==> config.mk <==
export PLATFORM = sky130hd
export DESIGN_NAME = neuron_accum_flat
export DESIGN_NICKNAME = d
export VERILOG_FILES = /design/src/rtl/nn_pkg.sv /design/src/rtl/neuron_accum_if.sv /design/src/rtl/sm_to_act.sv /design/src/rtl/neuron_accum.sv /design/src/flat_wrapper.sv
export SDC_FILE = /design/constraint.sdc
export NUM_CORES = 1
export LEC_CHECK = 0
export CORE_MARGIN = 2
export CORE_UTILIZATION = 50
export CTS_CLUSTER_DIAMETER = 30
export CTS_CLUSTER_SIZE = 12
export DETAILED_ROUTE_END_ITERATION = 10
export GPL_TIMING_DRIVEN = 0
export HOLD_SLACK_MARGIN = 0.08
export PLACE_DENSITY = 0.72
export RECOVER_POWER = 50
export SETUP_SLACK_MARGIN = 0.4
export SYNTH_ARGS = -nofsm -noshare
export SYNTH_HDL_FRONTEND = slang
export SYNTH_HIERARCHICAL = 1
export SYNTH_SLANG_ARGS = --single-unit
==> constraint.sdc <==
create_clock -name clk -period 15.3 [get_ports clk]
set_input_delay 2.295 -clock clk [delete_from_list [all_inputs] [get_ports clk]]
set_output_delay 2.295 -clock clk [all_outputs]
set_load 0.01 [all_outputs]
### Power grid, run 1

(3 px per um) Pins as bars on the die edge.
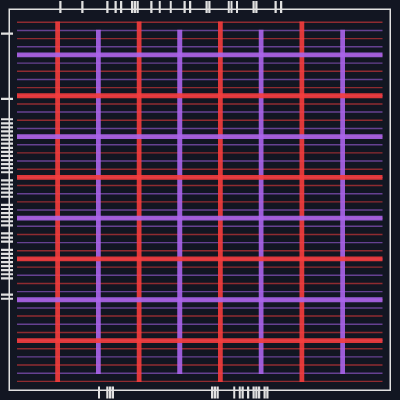
Key: purple = VDD; red = VSS
78 signal pins sit on the boundary. 8 straps on met4. 8 straps on met5. The core has 44 rows.
die span in y: 127 um
Die W: 127 um

### Register map, names as in the netlist, run 1

(3 px per um) Other sequential cells in the stronger grey, the rest of the logic in the fainter grey.
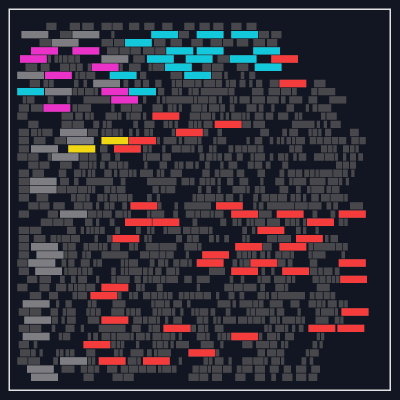
Key: cyan = u_core/bus.out_act [flops 16, where top centre]; yellow = u_core/state [flops 2]; red = u_core/acc [flops 39]; magenta = u_core/cnt [flops 8, where upper left]
Seq group: 0.385 mW
Util after Layout: 0.603
area taken by flip-flops and latches: 0.00223 mm^2
flop share of the area: 0.253

### The metal 2 layer, run 1

(3 px per um)
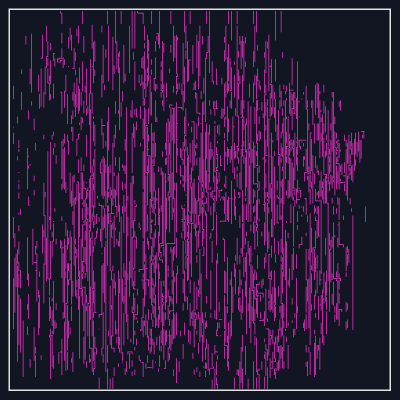
The longest straight run is 71.4 um. The layer carries 9580 um of wire.
DR vias: 6934
total wire length: 20700 um
M2 GR Usage: 0.431

### Cell area per tile, run 1

(3 px per um) The die is cut into 13 by 13 equal tiles; black is low, pale yellow is high, 0 to 100% covered.
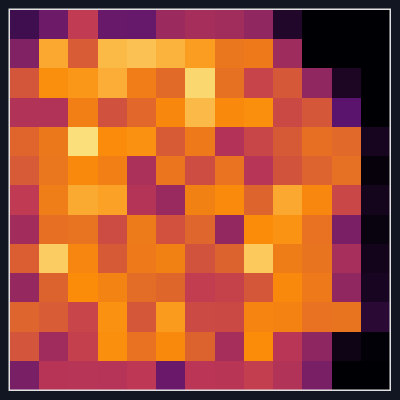
The fullest tile reaches 93%. The emptiest ninth of the die: upper right. The mean over all tiles is 54%. 7.1% of the tiles are nearly empty. 13% of the tiles are over 75% full.
Core ar.: 0.0146 mm^2
Starting Density: 0.514

==> results.ini, run 1 <==
[route]
routedWlPerCell_um = 17.4
viasPerCell = 5.85

[cts]
clock_latency_ns = 0.36
cts_buffer_depth = 2
path_clk_slew_ns = 0.07
cts.repair.resized = 0

[final_timing]
slew_violations = 60
timing.final.crit_share = 0.605
fin_setup_tns_ns = 0
timing.final.ws_setup_ns = 6.04

[placement]
dpl.hpwl_um = 16200
place_area_mm2 = 0.00854
post-place-ws_ns = 5.77

[run]
log.warning_count = 26
drv_cap = 1

[floorplan]
num_io_pins = 78
rows = 44

[power]
power_leakage_nw = 3.72

[global_route]
globalRouteOverflowTotal = 0
grt_usage = 0.263
grt_max_degree = 60
grt_pass1_wl_um = 34000
grt_pass1_vias = 6772

[critical_path]
max_stage_delay_ns = 0.80
reg2reg_depth = 21
crit_chain = clkdlybuf4s50_1, or3_1, or4_1, nor3_1, nand3_1, o21ai_1, a21oi_1, xnor2_1, nor2_1, ha_1, a21oi_1, o21ai_1, a211oi_1, o31ai_1, a2111o_1, a31oi_1, o31a_1, xor2_1, a21oi_1, nor4_2, buf_6, a31oi_1, mux2_2
crit_path_top_delay_cell = o21ai_1
path_common_cell = a21oi_1
arrival_ns = 9.50

[final_layout]
antenna_cells = 0
drive_gt1_frac = 0.0969
fin_nets = 1091
final_cells = 1185
synthToLayoutAreaGrowth_pct = 17.3

[status]
failed_checks = capacitance limit, slew limit
outcome = finished with violations

[yosys]
postSynthCellCount = 907

[min_path]
holdPathStages = 2

==> run 1: cell usage in the layout (no fill, tap or decap), drive strengths merged, types with 6 or more instances in the layout <==
cell / count
nor3: 11
dfrtp: 89
o211ai: 7
a31oi: 25
o31ai: 16
buf: 17
nor2b: 6
ha: 42
a21oi: 51
nor2: 87
xor2: 44
clkdlybuf4s50: 75
o21ai: 98
o21a: 8
inv: 44
nand2: 107
xnor2: 34
nand4: 17
a211oi: 7
clkbuf: 41
or3: 7
maj3: 16
a21o: 14
nand2b: 9
nand3: 14
mux2: 39
==> run 1: routing by layer <==
layer,GRT usage,wire (um),vias to the layer above,part of all wire
met5,0,0,-,0
met4,0.0847,459,0,0.022
met3,0.0460,1190,31,0.058
met2,0.431,9580,211,0.46
met1,0.355,9420,3251,0.46
li1,-,-,3441,-
==> run 1: worst max-delay path, delay by kind of cell <==
family                   cells  cell delay, ns
AND-OR/OR-AND               11            3.18
XOR/XNOR                     2            0.49
buffers and inverters        2            0.69
AND/OR/NAND/NOR              6            2.20
adder cells (fa/ha/maj)      1            0.35
multiplexers                 1            0.28
==> run 1: power breakdown <==
part / leakage [nW] / switching (mW) / internal, mW
logic: 2.46 / 0.705 / 0.489
registers: 1.12 / 0.0614 / 0.323
clock network: 0.142 / 0.108 / 0.115
total: 3.72 / 0.875 / 0.927
==> run 1: final cells by class <==
cell class | count | area [um^2]
Sequential cell | 89 | 2230
Clock inverter | 7 | 67.6
Clock buffer | 9 | 225
Inverter | 40 | 151
Tap cell | 184 | 230
Fill cell | 1291 | 5790
Multi-Input combinational cell | 730 | 4900
Buffer | 48 | 228
Timing Repair Buffer | 78 | 774
==> run 1: through the flow <==
stage | hold slack, ns | power (mW)
final | 0.494 | 1.80
after global routing | 0.520 | 1.95
after CTS | 0.499 | 1.79
after detailed placement | 0.482 | 1.56
after global placement | 0.477 | 1.54
after floorplan | 0.456 | 1.24
==> run 1 -> run 2 <==
==> constraint.sdc (replaced) <==
create_clock -name clk -period 8.7 [get_ports clk]
set_input_delay 1.305 -clock clk [delete_from_list [all_inputs] [get_ports clk]]
set_output_delay 1.305 -clock clk [all_outputs]
set_load 0.01 [all_outputs]
### Register map, names as in the netlist, run 2

(3 px per um) Other sequential cells in the stronger grey, the rest of the logic in the fainter grey.
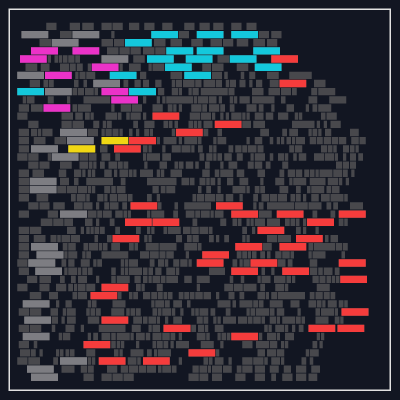
Key: red = u_core/acc [flops 39]; magenta = u_core/cnt [flops 8, where upper left]; yellow = u_core/state [flops 2]; cyan = u_core/bus.out_act [flops 16, where top centre]
Util after Layout: 0.605
flop share of the area: 0.252
Seq group: 0.676 mW

### Cell area per tile, run 2

(3 px per um) The die is cut into 13 by 13 equal tiles; black is low, pale yellow is high, 0 to 100% covered.
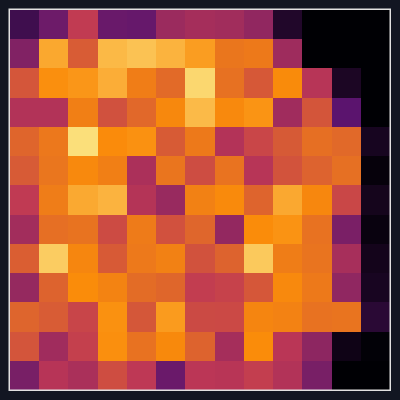
13% of the tiles are over 75% full. The mean over all tiles is 54%. The emptiest ninth of the die: upper right. The fullest tile reaches 93%. 7.1% of the tiles are nearly empty.

### Power grid, run 2

(3 px per um) Pins as bars on the die edge.
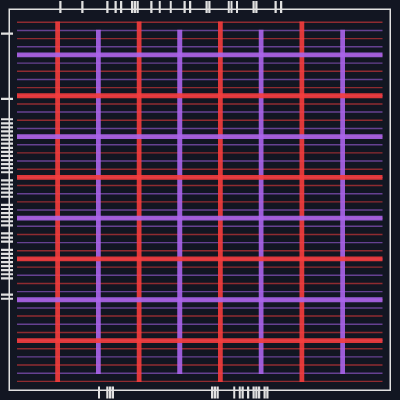
Key: purple = VDD; red = VSS
8 straps on met5. 8 straps on met4. 45 met1 rails follow the rows. 78 signal pins sit on the boundary.
Peak supply drop: 201 uV

==> run 2 against run 1 <==
Effect of this change: the run still ends with capacitance limit, slew limit left; routed wire length increased by 0.15%; largest cell class unchanged; design area increased by 0.30%; non-clock buffer count unchanged; sequential cell count unchanged; hold slack about the same; largest power group unchanged; worst setup slack lost 5.3 ns; combinational power rose by 79%; critical path type unchanged; register-to-register slack worse by 6.4 ns; global-route usage did not move; sequential share of layout area fell by 0.075 points; area after synthesis did not move.
==> results.ini, run 2 <==
[yosys]
postSynthCellCount = 907
syn-cell-area_mm2 = 0.00750
yosys_warnings = 6

[final_layout]
drive_gt1_frac = 0.0989
layout_top_cell = nand2_1
fin_nets = 1091
fillers = 1288
antenna_cells = 0
lay_top_cells = 107 x nand2_1, 89 x dfrtp_1, 86 x nor2_1, 75 x clkdlybuf4s50_1, 59 x o21ai_0

[route]
wl_met2_um = 9620
routedWlPerCell_um = 17.5
viasPerCell = 5.84
route.detailed.drc = 0
routed_wirelength_um = 20700
wl_met1_um = 9370
vias = 6920
met3_length_um = 1190
routed.top_layer = met4

[power]
seqPwrFrac = 0.212
power.switching_mw = 1.56
clockPowerShare = 0.123
netSwitchingFraction = 0.487
power_leakage_nw = 3.72
p_int_mw = 1.64
power_frac_comb = 0.666

[floorplan]
die-height_um = 127
num_io_pins = 78
core_mm2 = 0.0146
rows = 44
die_w_um = 127

[cts]
cts_buffer_depth = 2
path_clk_slew_ns = 0.07
hold_buffers = 0
clock_latency_ns = 0.36

[run]
drv_cap = 1
log.warning_count = 26

[global_route]
grt_pass1_vias = 6772
grt_pass1_wl_um = 34000
grt_usage = 0.263
globalRouteOverflowTotal = 0
grt_max_degree = 60

[status]
outcome = finished with violations
failed_checks = capacitance limit, slew limit

[final_timing]
fin_setup_tns_ns = 0
slew_violations = 60

[placement]
place_area_mm2 = 0.00854
dpl.hpwl_um = 16200

[critical_path]
arrival_ns = 8.22
reg2reg_depth = 20

[min_path]
holdPathStages = 2

==> run 2: repair_timing <==
item,CTS,global route
setup endpoints to repair,0,15
hold endpoints to repair,0,0
setup buffers,0,0
resized,0,4
==> run 2: critical path, cell delays in order <==
cell and delay (ns):
clkdlybuf4s50_1 0.47, or3_1 0.43, or4_1 0.48, nor3_2 0.29, nand3_1 0.22, o21a_1 0.24, clkbuf_1 0.29, mux2i_1 0.22
or2_2 0.35, fa_1 0.42, nand2b_1 0.19, a21oi_1 0.26, o21a_2 0.23, o21ai_2 0.12, a2111oi_4 0.63, and3_4 0.33
nor2_2 0.07, buf_6 0.15, buf_4 0.16, maj3_1 0.37, nor4_4 0.40, buf_6 0.20, a31oi_1 0.10, mux2_2 0.28
==> run 2: area by class of cell <==
cell class	instances	area (um^2)	area share
clock buffer	9	225	0.0255
tap	184	230	0.0261
timing repair buffer	78	774	0.0877
buffer	48	228	0.0258
inverter	40	151	0.0171
sequential	89	2230	0.252
clock inverter	7	67.6	0.00765
multi-input combinational	730	4930	0.558
==> run 2: metal layers <==
metal  vias up  global-route usage
met5         -                   0
met4         0              0.0847
met3        34              0.0460
met2       211               0.431
met1      3237               0.355
li1       3438                   -
==> run 2: power groups by stage <==
stage               registers (mW)  clock network, mW  logic (mW)
floorplan                    0.678                  0        1.51
global placement             0.679                  0        2.03
detailed placement           0.684                  0        2.06
CTS                          0.677              0.400        2.07
global route                 0.697              0.420        2.34
finish                       0.676              0.393        2.13
==> run 2: through the flow <==
stage,setup slack [ns],hold WS (ns),cells
after floorplan,1.86,0.456,907
after global placement,0.254,0.477,1168
after detailed placement,0.161,0.482,1169
after CTS,0.515,0.499,1185
after global routing,0.459,0.520,1185
final,0.726,0.494,1185
Power is estimated from default activity; no workload was simulated.
